Fig. 1: cells coloured by class
Bar = 20 um. Fill, decap, tap and diode cells in grey.
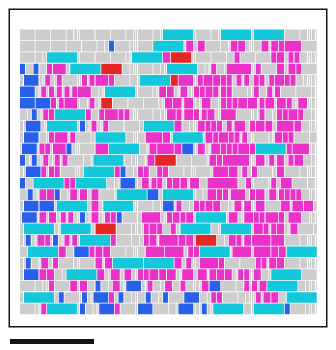
Fig. 2: met2 routing
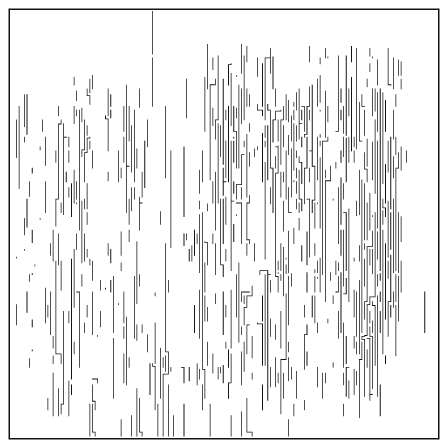
Fig. 3: gate-type map
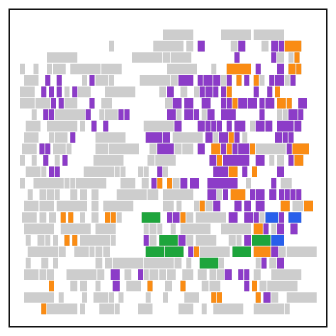
Fig. 4: sizing map
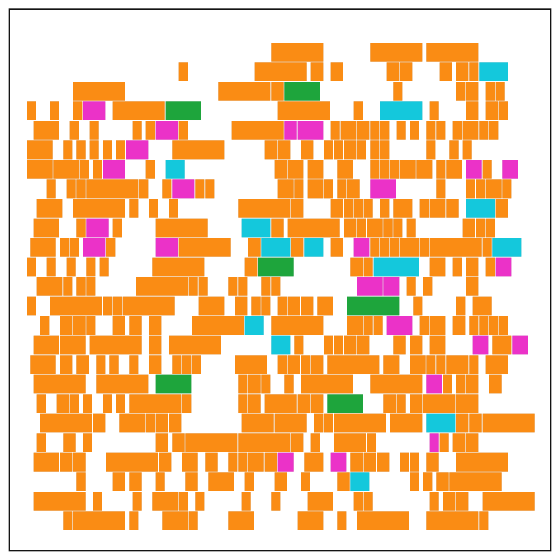
### config.mk
export PLATFORM = sky130hd
export DESIGN_NAME = wb_host_bridge
export DESIGN_NICKNAME = d
export VERILOG_FILES = /design/src/rtl/wb_host_bridge.sv
export SDC_FILE = /design/constraint.sdc
export NUM_CORES = 1
export LEC_CHECK = 0
export ABC_AREA = 1
export CAP_MARGIN = 5
export CORE_MARGIN = 2
export CORE_UTILIZATION = 50
export DETAILED_ROUTE_END_ITERATION = 6
export PLACE_DENSITY = 0.75
export RECOVER_POWER = 50
export SYNTH_ARGS = -nofsm -noshare
export SYNTH_HDL_FRONTEND = slang
export SYNTH_SLANG_ARGS = --single-unit
### constraint.sdc
create_clock -name clk_i -period 2.35 [get_ports clk_i]
set_input_delay 0.3525 -clock clk_i [delete_from_list [all_inputs] [get_ports clk_i]]
set_output_delay 0.3525 -clock clk_i [all_outputs]
set_load 0.1 [all_outputs]
### src/rtl/wb_host_bridge.sv
// Byte-serial host link to Wishbone single-transfer bridge.
// Header byte: bit7 = write, bits3:0 = address; writes take one extra data byte.
module wb_host_bridge #(
  parameter int unsigned TIMEOUT = 255
) (
  input  logic       clk_i,
  input  logic       rst_i,
  input  logic [7:0] rx_data,
  input  logic       rx_valid,
  output logic [7:0] tx_data,
  output logic       tx_valid,
  input  logic       tx_ready,
  output logic [3:0] adr_o,
  output logic [7:0] dat_o,
  input  logic [7:0] dat_i,
  output logic       we_o,
  output logic       stb_o,
  input  logic       ack_i,
  output logic       busy,
  output logic       err_timeout,
  output logic       err_overrun
);

  localparam int unsigned CNT_W = 16;

  typedef enum logic [1:0] {
    IDLE,
    GET_DATA,
    BUS,
    RESP
  } state_t;

  state_t           state_q;
  logic [3:0]       adr_q;
  logic [7:0]       dat_q;
  logic [7:0]       tx_data_q;
  logic             we_q;
  logic             stb_q;
  logic             tx_valid_q;
  logic             busy_q;
  logic             err_to_q;
  logic             err_ov_q;
  logic [CNT_W-1:0] cnt_q;
  logic [CNT_W-1:0] cnt_d;

  assign cnt_d = cnt_q + CNT_W'(1);

  always_ff @(posedge clk_i) begin
    if (!rst_i) begin
      state_q    <= IDLE;
      adr_q      <= '0;
      dat_q      <= '0;
      tx_data_q  <= '0;
      we_q       <= 1'b0;
      stb_q      <= 1'b0;
      tx_valid_q <= 1'b0;
      busy_q     <= 1'b0;
      err_to_q   <= 1'b0;
      err_ov_q   <= 1'b0;
      cnt_q      <= '0;
    end else begin
      // Any byte arriving while a transfer or response is in flight is lost.
      if (rx_valid && (state_q == BUS || state_q == RESP)) begin
        err_ov_q <= 1'b1;
      end
      case (state_q)
        IDLE: begin
          if (rx_valid && rx_data[6:4] == 3'b000) begin
            adr_q   <= rx_data[3:0];
            we_q    <= rx_data[7];
            busy_q  <= 1'b1;
            state_q <= rx_data[7] ? GET_DATA : BUS;
          end
        end
        GET_DATA: begin
          if (rx_valid) begin
            dat_q   <= rx_data;
            state_q <= BUS;
          end
        end
        BUS: begin
          // First BUS cycle raises the strobe; cnt_q counts completed strobe cycles.
          if (!stb_q) begin
            stb_q <= 1'b1;
            cnt_q <= '0;
          end else if (ack_i) begin
            stb_q      <= 1'b0;
            tx_valid_q <= 1'b1;
            tx_data_q  <= we_q ? 8'h00 : dat_i;
            state_q    <= RESP;
          end else if (cnt_d == CNT_W'(TIMEOUT)) begin
            stb_q      <= 1'b0;
            err_to_q   <= 1'b1;
            tx_valid_q <= 1'b1;
            tx_data_q  <= 8'hFF;
            state_q    <= RESP;
          end else begin
            cnt_q <= cnt_d;
          end
        end
        RESP: begin
          if (tx_ready) begin
            tx_valid_q <= 1'b0;
            busy_q     <= 1'b0;
            state_q    <= IDLE;
          end
        end
        default: state_q <= IDLE;
      endcase
    end
  end

  assign tx_data     = tx_data_q;
  assign tx_valid    = tx_valid_q;
  assign adr_o       = adr_q;
  assign dat_o       = dat_q;
  assign we_o        = we_q;
  assign stb_o       = stb_q;
  assign busy        = busy_q;
  assign err_timeout = err_to_q;
  assign err_overrun = err_ov_q;

endmodule

==> notes.md <==
Results of the flow run.

Grouping non-sequential cells by family puts the most area in simple AND/OR/NAND/NOR gates. The chip area stands at 5660 um2. The share of the Yosys chip area taken by registers is 0.347.

The startpoint identified for the worst hold timing path is adr_o[3]. TritonCTS built the clock tree. The post-synthesis xor/xnor area fraction stands at 0.0104. Counting the warning lines in the Yosys log gives 0.

Checking hold timing, the worst path is listed with class reg2reg. Among cell families on the critical path, the largest total delay comes from simple AND/OR/NAND/NOR gates. The clock tree skew after final layout stands at approximately 0.0093 ns.

Timing would allow up to 470 MHz. Walking the worst path, the cells encountered are nand2_1 -> nor2_1 -> nand2_1 -> o21ai_0 -> nand2_1 -> nor3_4 -> nand3_4 -> nand2_4 -> nand2_4 -> a21oi_2. The total of plain and repair buffers excluding clock buffers stands at roughly 50. The worst setup path is launched from a register. In the post-synthesis netlist, the biggest area contributors are sky130_fd_sc_hd__dfxtp_1 (35%), sky130_fd_sc_hd__nand2_1 (11%), sky130_fd_sc_hd__a21oi_1 (6.5%). The well tap count stands at about 67.

The highest fanout seen on the critical path stands at 9. The H-tree depth stands at 2. Buffers added to address setup during post-CTS repair amount to 0. The congestion estimate from routability-driven global placement came to ~0.95. Post-CTS repair ended up resizing 0 cells. For reference, the top cells by count after synthesis are sky130_fd_sc_hd__nand2_1 (76), sky130_fd_sc_hd__dfxtp_1 (44), sky130_fd_sc_hd__inv_1 (43), sky130_fd_sc_hd__nor2_1 (34). The layout report lists the clock-cell share of area as 0.0273. The total cell area reported by yosys after synthesis stands at between 2000 and 3000 um2.

In this run, distinct cell masters in the synthesized netlist total 32. The switching part of the total power stands at 0.459. met2 is the most crowded layer.

The run finished with clean final reports. The register clock-pin slew on the reported worst setup and hold paths stands at roughly 0.090 ns. The area occupied by multi-input gates stands at 1420 um2. The met3 layer wire length in the routed design stands at between 400 and 500 um. For the worst flop-to-flop path, the logic depth is 10. Setup slack closes at ~0.22 ns.

Compared with the post-synthesis result, the final layout area differs by 17.4%. The data-path buffer share of cell area in the final layout stands at 0.110. Counting every sink on the clock net gives about 44. The final setup TNS stands at 0 ns. The core utilization before placement stands at 0.527. For this run, the total global-route usage over all layers was measured as 0.237. The non-clock inverters instantiated in the layout total roughly 48. Entering global routing, the biggest net connects 27 pins.
-- Fig. 1 (at the start) --
| class | colour | cells | share of their area |
|---|---|---|---|
| clock drivers and dummy loads | red | 7 | 2.8% |
| other buffers and delay cells | blue | 50 | 11% |
| all other logic | magenta | 311 | 55% |
| flip-flops | cyan | 44 | 30% |
Finished Core Util: 0.618
area of all placed cells without fillers: 2980 um2
floorplan core area: 4820 um2
register fraction of the total cell area: 0.296
row count: 25

-- Fig. 2 (at the start) --
longest straight run: 32.0 um
nets with wire on the layer: 334
wire length on this layer: 2860 um
share of all routed wire: 46%
total wire length: 6.28 mm
Via Count: 2506
met2 track utilization from global routing: 0.375

-- Fig. 3 (at the start) --
| family | colour | cells | most used |
|---|---|---|---|
| XOR/XNOR gates | blue | 3 | xnor2_1 |
| NAND gates | purple | 141 | nand2_1 |
| adder and majority cells | green | 7 | ha_1 |
| NOR gates | orange | 45 | nor2_1 |
final instance count without filler cells: 479
most frequent logic cell in the layout: sky130_fd_sc_hd__nand2_1
Comb/total area: 0.478

-- Fig. 4 (at the start) --
| size | colour | cells | most used |
|---|---|---|---|
| drive 6 and up | green | 6 | clkbuf_8 |
| drive 2 | magenta | 24 | a21oi_2 |
| drive 1 or less | orange | 369 | nand2_1 |
| drive 3 to 4 | cyan | 13 | buf_4 |

Power is estimated from default activity; no workload was simulated.
